===== config.mk =====
export PLATFORM = sky130hd
export DESIGN_NAME = morse_keying_classifier
export DESIGN_NICKNAME = d
export VERILOG_FILES = /design/src/rtl/morse_keying_classifier.sv
export SDC_FILE = /design/constraint.sdc
export NUM_CORES = 1
export LEC_CHECK = 0
export CORE_MARGIN = 3
export CORE_UTILIZATION = 53
export DETAILED_ROUTE_END_ITERATION = 8
export PLACE_DENSITY = 0.71
export SLEW_MARGIN = 20
export SYNTH_ARGS = -nofsm -noshare
export SYNTH_HDL_FRONTEND = slang
export SYNTH_SLANG_ARGS = --single-unit

===== constraint.sdc =====
create_clock -name clk -period 2.1 [get_ports clk]
set_input_delay 0.42 -clock clk [delete_from_list [all_inputs] [get_ports clk]]
set_output_delay 0.42 -clock clk [all_outputs]
set_load 0.1 [all_outputs]

===== src/rtl/morse_keying_classifier.sv =====
// Turns the debounced key level into one-cycle dot/dash/letter-gap/word-gap events.
// Press and gap lengths are measured in units of UNIT_CYCLES clocks, starting at each key edge.
module morse_keying_classifier #(
   parameter int UNIT_CYCLES = 5_000_000,
   parameter int DASH_UNITS  = 2,
   parameter int LG_UNITS    = 3,
   parameter int WG_UNITS    = 7
) (
   input  logic clk,
   input  logic reset_n,
   input  logic b,
   output logic dot,
   output logic dash,
   output logic lg,
   output logic wg,
   output logic busy
);
   localparam int PW = $clog2(UNIT_CYCLES);
   localparam logic [PW-1:0] PRESC_MAX = PW'(UNIT_CYCLES - 1);
   localparam logic [3:0] DASH_U = 4'(DASH_UNITS);
   localparam logic [3:0] LG_U   = 4'(LG_UNITS);
   localparam logic [3:0] WG_U   = 4'(WG_UNITS);

   typedef enum logic [1:0] {IDLE, PRESS, GAP, LETTER} state_t;

   state_t          state, state_d;
   logic            b_q, armed;
   logic [PW-1:0]   presc;
   logic [3:0]      units, units_inc;
   logic            edge_ev, rise, fall, tick;
   logic            dot_d, dash_d, lg_d, wg_d;

   // After reset the key must be seen released before a rise counts, so a press
   // already in progress across reset can never produce a symbol.
   assign edge_ev   = b ^ b_q;
   assign rise      = b & ~b_q & armed;
   assign fall      = ~b & b_q;
   assign tick      = (presc == PRESC_MAX) & ~edge_ev;
   assign units_inc = (units == 4'd15) ? 4'd15 : units + 4'd1;
   assign busy      = (state != IDLE);

   always_ff @(posedge clk or negedge reset_n) begin
      if (!reset_n) begin
         b_q   <= 1'b0;
         armed <= 1'b0;
         presc <= '0;
         units <= '0;
      end else begin
         b_q   <= b;
         armed <= armed | ~b;
         if (edge_ev) begin
            presc <= '0;
            units <= '0;
         end else if (tick) begin
            presc <= '0;
            units <= units_inc;
         end else begin
            presc <= presc + 1'b1;
         end
      end
   end

   always_comb begin
      state_d = state;
      dot_d   = 1'b0;
      dash_d  = 1'b0;
      lg_d    = 1'b0;
      wg_d    = 1'b0;
      case (state)
         IDLE:  if (rise) state_d = PRESS;
         PRESS: if (fall) begin
            if (units >= DASH_U) dash_d = 1'b1;
            else                 dot_d  = 1'b1;
            state_d = GAP;
         end
         // A rise on the threshold tick wins: no gap event, back to counting a press.
         GAP: begin
            if (rise) state_d = PRESS;
            else if (tick && units_inc == LG_U) begin
               lg_d    = 1'b1;
               state_d = LETTER;
            end
         end
         LETTER: begin
            if (rise) state_d = PRESS;
            else if (tick && units_inc == WG_U) begin
               wg_d    = 1'b1;
               state_d = IDLE;
            end
         end
         default: state_d = IDLE;
      endcase
   end

   always_ff @(posedge clk or negedge reset_n) begin
      if (!reset_n) begin
         state <= IDLE;
         dot   <= 1'b0;
         dash  <= 1'b0;
         lg    <= 1'b0;
         wg    <= 1'b0;
      end else begin
         state <= state_d;
         dot   <= dot_d;
         dash  <= dash_d;
         lg    <= lg_d;
         wg    <= wg_d;
      end
   end
endmodule


Figure 1. Signal wires on met2.
Scale: 6 px per um. Cells faint in the background.
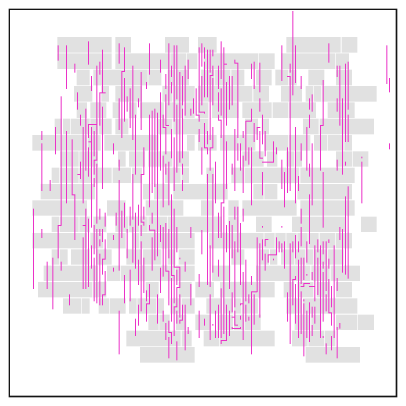
share of all routed wire: 49%
nets with wire on the layer: 194
wire length on this layer: 1900 um
main direction: vertical
longest straight run: 25.8 um
via count: 1554
Routed Wire Length: 3857 um
GR Util met2: 35.70%

Figure 2. Signal wires by layer.
Scale: 6 px per um. Two of the layers only.
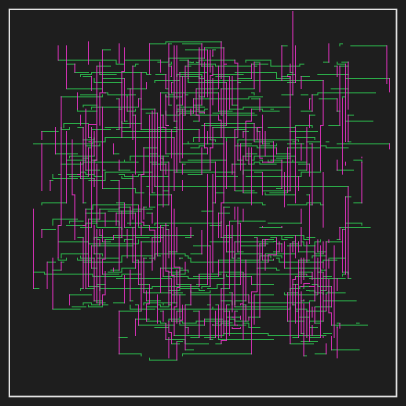
[magenta] M2 | wire length: 1900 um
[green] M1 | wire length: 1720 um
Total Routing Usage GR: 21.72%
wire per inst: 15.07 um

==> metrics.csv <==
stage,metric,value,unit
sta,Clock Skews,0.005383,ns
pwr,switching pwr,339.2,uW
worst_setup_path,Worst R2R End,lg,
worst_setup_path,Worst Path Max Fanout,6,
clock_network,CTS root buf,clkbuf_4,
finish,Top Registers,"presc (23), units (4), state (2)",
worst_setup_path,Crit path arrival time,2.33,ns
die,Pre-Place Util,57.10,%
drt,Met1 Wirelength,1721,um
clock_network,CTS Buffer Depth,2,
global_routing,largest net degree at the start of global routing,36,
clock_network,TritonCTS Sinks,35,
synthesis,main area contributors,"dfrtp_1, xor2_1, ha_1, nand2_1, nand4_1",
finish,Top cells excl fill/tap,"dfrtp_1, buf_4, nand2_1, nor2_1, a21oi_1",
clock_network,Post-CTS Repair Setup Buffers,0,
synthesis,Synth Seq Share,48.64,%
sta,final worst slack,0.03022,ns
placed_design,placer's final routability congestion estimate,0.8552,
finish,diodes inserted,0,
finish,filler instances,263,
finish,non-clk buf share,10.40,%
synthesis,Post-Syn Nets,192,
synthesis,Synth top cells by count,"dfrtp_1, nand2_1, nor2_1",
drt,DRC,0,
pwr,power share of the combinational group,14.1,%
finish,clk_buf instances,6,
sta,period utilization,98.56,%
clock_network,CTS H-tree depth,2,
drt,met3 WL,154,um
worst_setup_path,type of origin of the critical path,register,
global_routing,vias in the first global route,1569,
placed_design,dpl cells,248,
outcome,outcome,"complete, no violations",
drt,Initial DRC Count,123,
finish,Commonest Layout Cell,dfrtp_1,
finish,layout cells sized above 1,18.87,%
worst_setup_path,CP Launch Point,presc[16],
flow_run,Tool Warnings,29,
min_path,Min-Delay Path Class,in2async,
sta,Hold Slack,0.4828,ns
worst_setup_path,CP endpoint,lg,
finish,Seq cells,35,
global_routing,Overflow after GRT,0,
finish,max reg flops,23,
finish,final net count,221,
worst_setup_path,r2r setup slk,0.03,ns
pwr,clock power share,26.8,%
pwr,total power,1.203,mW
global_routing,global-route wire length before repair,6900,um
placed_design,port bufs,7,
worst_setup_path,CP cell instances,"or4b_4, or4_4, or4_4, nor3_2",
finish,Comb/total area,42.90,%
finish,area grow syn2layout,16.96,%
synthesis,Area leader share,48.64,%
worst_setup_path,R2R depth,4,
sta,Fin Setup TNS,0,ns
finish,final cell count without fillers,256,
placed_design,hpwl dp,2722,um
worst_setup_path,CP most frequent cell,or4_4,
pwr,internal power,863.4,uW
finish,logic area,903.4,um^2
sta,Tmin final,2.070,ns
finish,Final Core Density,66.79,%
clock_network,CTS Hold Bufs,0,
synthesis,post-synthesis cell type count,38,
finish,Leading cell kind,combinational gates,
worst_setup_path,worst flop-to-flop path startpoint,presc[16],
worst_setup_path,Crit path max-delay family,simple AND/OR/NAND/NOR gates,
synthesis,most frequent cell after synthesis,dfrtp_1,
worst_setup_path,Setup CP Type,reg2reg,
worst_setup_path,worst endpoint required time,2.36,ns
clock_network,worst-skew pair later-pin latency,0.33,ns
synthesis,main flop type,dfrtp_1,
worst_setup_path,CP peak stage delay,0.57,ns
worst_setup_path,Slowest cell on crit path,or4b_4,
synthesis,yosys warns,0,
clock_network,total CTS buffers,5,
finish,Register Area,875.8,um^2
global_routing,initial antenna violation count,0,
synthesis,"EDFF count, synth",0,
finish,Finished Cell Area,2106,um^2
pwr,pwr dens,571.1,nW/um^2
finish,"Most flops, register",presc,
clock_network,CTS tree,done,
clock_network,Clock Pin Slew Worst Setup and Hold Paths,0.09,ns
synthesis,post-synth top area cell,dfrtp_1,
drt,DR vias/cell,6.070,
synthesis,Mapped Area,1800,um^2
placed_design,dpl ws,-0.4506,ns
flow_run,max cap viols,0,
synthesis,ys flops,35,
sta,Final setup viols,0,
worst_setup_path,CP Capture Type,register,
drt,Antenna Nets Post-Route,0,
finish,flop share of the area,41.59,%
sta,RSZ-0062 raised after global routing,true,
sta,Max-Slew Margin vs Limit,70.30,%
drt,metal2 WL,1900,um
finish,Clock buf/inv share,1.961,%
worst_setup_path,WP depth,4,
worst_setup_path,Buffers & Inverters on Critical Path,0,
sta,"Hold Vio Cnt, Final",0,
Figure 3. Floorplan with the power grid.
Scale: 8 px per um. Pins as bars on the die edge. Tap cells in grey.
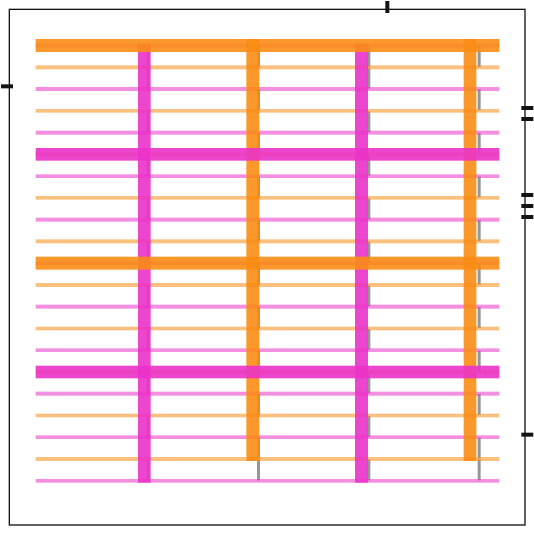
[magenta] VSS
[orange] VDD
met1 rails: 21
met5 straps: 4
signal pins: 8
tap cells: 44
rows: 20
die width: 64.29 um
maximum vdd drop: 0.4233 mV
Vert. Die Dim: 64.29 um
Core ar.: 3153 um^2

Figure 4. Layout detail.
Window x 12 to 52, y 12 to 52 um. Cells in grey, sequential cells in the stronger grey; small squares are vias.
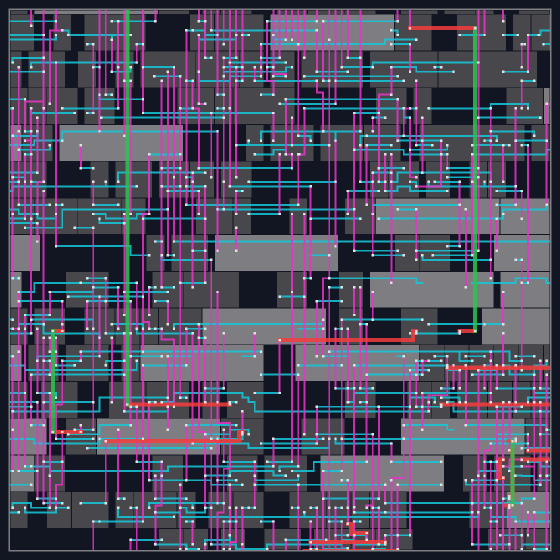
[green] M4
[red] M3
[cyan] M1
[magenta] M2
cells with their middle in the window: 137
most frequent: nand2_1 (14), dfrtp_1 (12), buf_4 (11)
sequential cells in the window: 12
netlist names of flops here include: `presc` (8), `state` (2), `units` (2)

## power by group through the flow
stage | logic [mW] | clock network, mW | registers (mW)
after global routing | 0.185 | 0.377 | 0.715
after CTS | 0.170 | 0.339 | 0.712
final | 0.169 | 0.322 | 0.711
after global placement | 0.165 | 0 | 0.724
after detailed placement | 0.169 | 0 | 0.725
after floorplan | 0.106 | 0 | 0.728
## cells by family after synthesis
logic type | share of synthesized area [%]
and+or+nand+nor | 30.09
DFF | 48.64
AOI/OAI and AO/OA | 9.868
xor gates and xnor gates | 5.837
buffers and inverters | 2.084
adders and majority gates | 3.475
## routing by layer
metal  global-route usage, %  vias to the layer above
met3                   6.503                       10
met1                   26.84                      761
met4                   8.179                        0
met2                   35.70                       40
met5                       0                        -
li1                        -                      743
Power figures rest on the tool's default switching activity, not on a simulated workload.
